### src/rtl/timer_dev.sv
// timer_dev: a programmable down-counting timer with a small register file.
// It has three registers: CTRL, PRESET and COUNT.
// A four-state FSM reloads COUNT from PRESET, counts down to zero and then
// raises IntFlag. IRQ is IntFlag gated by the interrupt mask bit in CTRL.
module timer_dev #(
  parameter logic [31:0] PRESET_INIT = 32'h0000_0000
) (
  input  logic        clk,
  input  logic        rst,
  input  logic [3:2]  Addr,
  input  logic        We,
  input  logic [31:0] DIn,
  output logic [31:0] DOut,
  output logic        IRQ
);

  typedef enum logic [1:0] {
    S_IDLE = 2'd0,
    S_LOAD = 2'd1,
    S_CNT  = 2'd2,
    S_INT  = 2'd3
  } state_t;

  localparam logic [1:0] A_CTRL    = 2'd0;
  localparam logic [1:0] A_PRESET  = 2'd1;
  localparam logic [1:0] A_COUNT   = 2'd2;
  localparam logic [1:0] MODE_AUTO = 2'b01;

  // CTRL fields: [0] En, [2:1] Mode, [3] IM
  logic [3:0]  r_ctrl;
  logic [31:0] r_preset;
  logic [31:0] r_count;
  logic        r_int_flag;
  state_t      r_state;

  state_t      w_state_nxt;
  logic [31:0] w_count_nxt;
  logic        w_en;
  logic        w_im;
  logic        w_auto;
  logic        w_wr_ctrl;
  logic        w_wr_preset;
  logic        w_expire;

  assign w_en        = r_ctrl[0];
  assign w_im        = r_ctrl[3];
  // Only Mode 1 reloads automatically; Modes 0, 2 and 3 are one-shot.
  assign w_auto      = (r_ctrl[2:1] == MODE_AUTO);
  assign w_wr_ctrl   = We && (Addr == A_CTRL);
  assign w_wr_preset = We && (Addr == A_PRESET);
  assign w_expire    = (r_state == S_INT);

  // Next-state and next-COUNT logic for the IDLE/LOAD/CNT/INT sequence
  always_comb begin
    // NOTE: every output of this block is given a default first, so a
    // branch that forgets an assignment cannot infer a latch.
    w_state_nxt = r_state;
    w_count_nxt = r_count;
    unique case (r_state)
      S_IDLE: begin
        if (w_en) w_state_nxt = S_LOAD;
      end
      S_LOAD: begin
        w_count_nxt = r_preset;
        w_state_nxt = S_CNT;
      end
      S_CNT: begin
        if (!w_en) begin
          w_state_nxt = S_IDLE;
        end else if (r_count <= 32'd1) begin
          // A PRESET of 0 lands here too, so it expires like a PRESET of 1.
          w_count_nxt = 32'd0;
          w_state_nxt = S_INT;
        end else begin
          w_count_nxt = r_count - 32'd1;
        end
      end
      S_INT: begin
        w_state_nxt = S_IDLE;
      end
      default: begin
        w_state_nxt = S_IDLE;
      end
    endcase
  end

  // FSM state and COUNT registers
  always_ff @(posedge clk or negedge rst) begin
    if (!rst) begin
      r_state <= S_IDLE;
      r_count <= 32'd0;
    end else begin
      // NOTE: sequential state uses non-blocking assignments, so every
      // register samples the pre-edge values of its inputs.
      r_state <= w_state_nxt;
      r_count <= w_count_nxt;
    end
  end

  // CTRL register: a software write wins over the one-shot En clear at expiry
  always_ff @(posedge clk or negedge rst) begin
    if (!rst) begin
      r_ctrl <= 4'd0;
    end else if (w_wr_ctrl) begin
      r_ctrl <= DIn[3:0];
    end else if (w_expire && !w_auto) begin
      r_ctrl[0] <= 1'b0;
    end
  end

  // PRESET register; a running count only picks up a new value at its next LOAD
  always_ff @(posedge clk or negedge rst) begin
    if (!rst) begin
      r_preset <= PRESET_INIT;
    end else if (w_wr_preset) begin
      r_preset <= DIn;
    end
  end

  // IntFlag: cleared by register writes (highest priority), set at expiry,
  // and self-clearing after one cycle in auto-reload mode
  always_ff @(posedge clk or negedge rst) begin
    if (!rst) begin
      r_int_flag <= 1'b0;
    end else if (w_wr_ctrl || w_wr_preset) begin
      r_int_flag <= 1'b0;
    end else if (w_expire) begin
      r_int_flag <= 1'b1;
    end else if (r_int_flag && w_auto) begin
      r_int_flag <= 1'b0;
    end
  end

  // Combinational read mux; COUNT is read-only and Addr 3 reads as zero
  always_comb begin
    DOut = 32'd0;
    unique case (Addr)
      A_CTRL:   DOut = {28'd0, r_ctrl};
      A_PRESET: DOut = r_preset;
      A_COUNT:  DOut = r_count;
      default:  DOut = 32'd0;
    endcase
  end

  // IRQ is not registered, so an asynchronous reset drops it immediately
  assign IRQ = r_int_flag & w_im;

endmodule

### config.mk
export PLATFORM = sky130hd
export DESIGN_NAME = timer_dev
export DESIGN_NICKNAME = d
export VERILOG_FILES = /design/src/rtl/timer_dev.sv
export SDC_FILE = /design/constraint.sdc
export NUM_CORES = 1
export LEC_CHECK = 0
export ABC_AREA = 0
export CAP_MARGIN = 10
export CORE_ASPECT_RATIO = 0.75
export CORE_MARGIN = 5
export CORE_UTILIZATION = 45
export DETAILED_ROUTE_END_ITERATION = 8
export GPL_TIMING_DRIVEN = 0
export PLACE_DENSITY = 0.77
export RECOVER_POWER = 100
export SETUP_SLACK_MARGIN = 0.3
export SYNTH_ARGS = -nofsm -noshare
export SYNTH_HDL_FRONTEND = slang
export SYNTH_SLANG_ARGS = --single-unit
### constraint.sdc
create_clock -name clk -period 5.3 [get_ports clk]
set_input_delay 0.53 -clock clk [delete_from_list [all_inputs] [get_ports clk]]
set_output_delay 0.53 -clock clk [all_outputs]
set_load 0.02 [all_outputs]
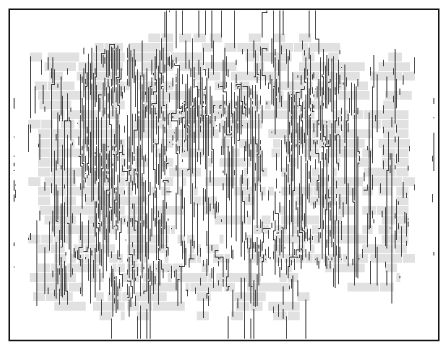
Fig. 1. M2 wires.
Cells faint in the background.
The longest straight run is 54.1 µm. The layer carries 6,320 µm of wire. 469 nets have wire on it. The wires run mostly vertical. The layer holds 43% of the routed length.

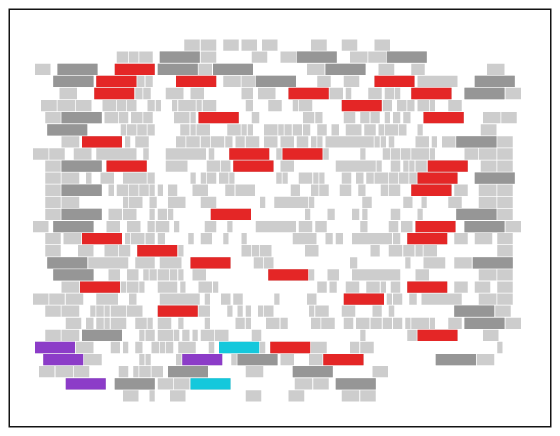
Fig. 2. Sequential cells grouped by signal name.
Other sequential cells in the stronger grey, the rest of the logic in the fainter grey.
Cyan is r_state, placed flops 2. Red is r_count, placed flops 32. Purple is r_ctrl, placed flops 4, where bottom left.
Another 33 sequential cells are not coloured.

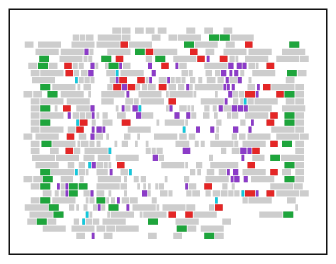
Fig. 3. Selected gate families.
Red is non-inverting ao/oa cells, cells 39. Cyan is inv cells, cells 14. Green is mux cells, cells 39, where all over the die. Purple is nand cells, cells 74.

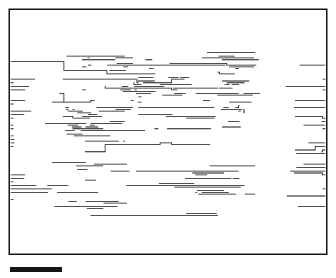
Fig. 4. Met3 routing.
Scale bar: 20 µm.
The longest straight run is 48.8 µm. The layer carries 1,560 µm of wire. 118 nets have wire on it. The layer holds 11% of the routed length. The wires run mostly horizontal.

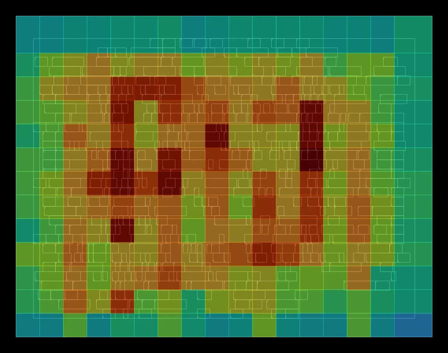
Fig. 5. Track usage over the die.
M3 GR Usage: 0.0852
Final Util: 0.587
GRT Max-Usage Layer: met2
M2 GR Usage: 0.381

==> run_results.csv <==
group,metric,value,unit
status,violations,"max-capacitance violations, max-slew violations",
sta,finalCriticalPeriod,4210,ps
finish,final_net_count,544,
hold_path,min_to,"r_preset[15]",
finish,comb-cell-share,0.410,
critical_path,path_common_cell,"dlygate4sd3_1",
placement,place_area,5030,µm²
yosys,yosys.area_share.aoi,0.215,
critical_path,path_class,"in2out",
power_and_ir_drop,seqPwrFrac,0.337,
clock_network,cts_tree,"yes",
yosys,synth-edff-count,0,
placement,place_inst,622,
detailed_routing,routed.top_layer,"met4",
finish,mostFrequentLayoutCell,"dfrtp_1",
yosys,ys_seq_frac,0.424,
clock_network,cts_resized,0,
sta,slew_viol_final,72,
clock_network,cts_setup_buffers,0,
placement,globalplace.congestion,0.974,
detailed_routing,drtIter0Drc,526,
critical_path,startpoint_type,"input pin",
power_and_ir_drop,internal-power,1.62,mW
critical_path,worstRegToRegCells,6,
power_and_ir_drop,power.leakage,2.16,nW
finish,design.seq.count,71,
power_and_ir_drop,p_per_area,517,nW/µm²
sta,maxClockFrequency,0.237,GHz
finish,reg.largest.list,"r_count (32), r_preset (32), r_ctrl (4)",
yosys,async_flop_share,1.00,
finish,instances_no_fill,638,
yosys,top_cell,"dfrtp_1",
critical_path,end_kind,"output pin",
clock_network,cts-buffers-inserted,9,
finish,fill_cells,823,
placement,place_ws,1310,ps
power_and_ir_drop,top_power_group,"combinational logic",
yosys,syn_inst,426,
finish,synthToLayoutAreaGrowth,27.1,%
power_and_ir_drop,p_total,2.75,mW
finish,lay_top_cells,"dfrtp_1 (71), nand2_1 (38), mux2_2 (35)",
critical_path,max_stage_delay,930,ps
power_and_ir_drop,clockPowerShare,0.251,
critical_path,cp_cell_sequence,"dlygate4sd3_1 -> nor2_1 -> clkbuf_1 -> a22o_1 -> dlygate4sd3_1",
floorplan,dieArea,11400,µm²
power_and_ir_drop,worst_ir_drop_vdd,0.000290,V
finish,clock_area_frac,0.0646,
critical_path,path_delay_family,"buffers and inverters",
detailed_routing,antenna_left,0,
yosys,top_area_cell,"dfrtp_1",
grt,grt_max_degree,72,
critical_path,ff2ff_setup_slack,2060,ps
yosys,synthTopCellsByCount,"dfrtp_1 (71), nand2_1 (38), mux2_2 (35), a22o_1 (32), clkbuf_1 (25)",
power_and_ir_drop,swShare,0.412,
power_and_ir_drop,combPwrFrac,0.412,
clock_network,cts_buffer_depth,2,
grt,grt.total_usage,0.262,
critical_path,cp-startpoint,"Addr[2]",
sta,final.setup.worst_slack,1090,ps
finish,multiInputGateArea,2180,µm²
yosys,yosysTopAreaCellShare,0.424,
finish,dominant_cells,"combinational gates",
detailed_routing,drt_pass1_iterations,5,
flow_run,drv_cap,1,
critical_path,arrival,3680,ps
grt,grt_pass1_vias,4137,
grt,grt_pass1_wl,22800,µm
finish,buf_share,0.152,
yosys,synthDistinctLibCells,62,
clock_network,cts_max_level,3,
finish,finalInstanceArea,5330,µm²
critical_path,cp_data_required_time,4770,ps
critical_path,path_buffers,3,
detailed_routing,wl,14600,µm
yosys,ys_cells,426,
sta,hold_violations,0,
critical_path,r2r_end,"r_count[8]",
finish,logic_gate_count,306,
yosys,simple_gate_area_frac,0.201,
yosys,ff_type,"dfrtp_1",
floorplan,fp_util,0.461,
placement,place_hpwl,9990,µm
sta,period_used_share,0.795,
critical_path,path_depth,5,
clock_network,postCtsHoldBufs,0,
status,status,"finished with violations",
hold_path,hold_depth,1,
power_and_ir_drop,p_clk,691,µW
hold_path,min-delay-start,"r_preset[15]",
finish,seq_share,0.333,
finish,drive_above_1_share,0.125,
yosys,syn_area,4190,µm²
grt,antenna_found_initial,0,
sta,rsz0062_at_grt,"false",
floorplan,chipWidth,121,µm
clock_network,clkSinkCount,71,
critical_path,worstSetupEndpoint,"DOut[25]",
sta,setup_viol,0,
floorplan,row_count,30,
flow_run,warning_count,27,
floorplan,boundaryPins,70,
detailed_routing,vias,4105,
finish,inv_count,14,
yosys,area_leaders,"dfrtp_1 (42%), mux2_2 (9.4%), a22o_1 (6.7%)",
sta,relSlewSlack,-1.55,
detailed_routing,wl_met2,6320,µm
yosys,yosysChipArea,4190,µm²
finish,n_all_buffers,103,
critical_path,cp_max_fo,10,
critical_path,crit_slowest_cell,"nor2_1",
detailed_routing,wl_per_cell,22.8,µm
detailed_routing,drt-met1-wl,6340,µm
yosys,ys_top_logic_family,"AND-OR/OR-AND gates",
yosys,ys_sh_adder,0.00597,
floorplan,die_h,93.6,µm
Power and IR drop assume default switching activity.
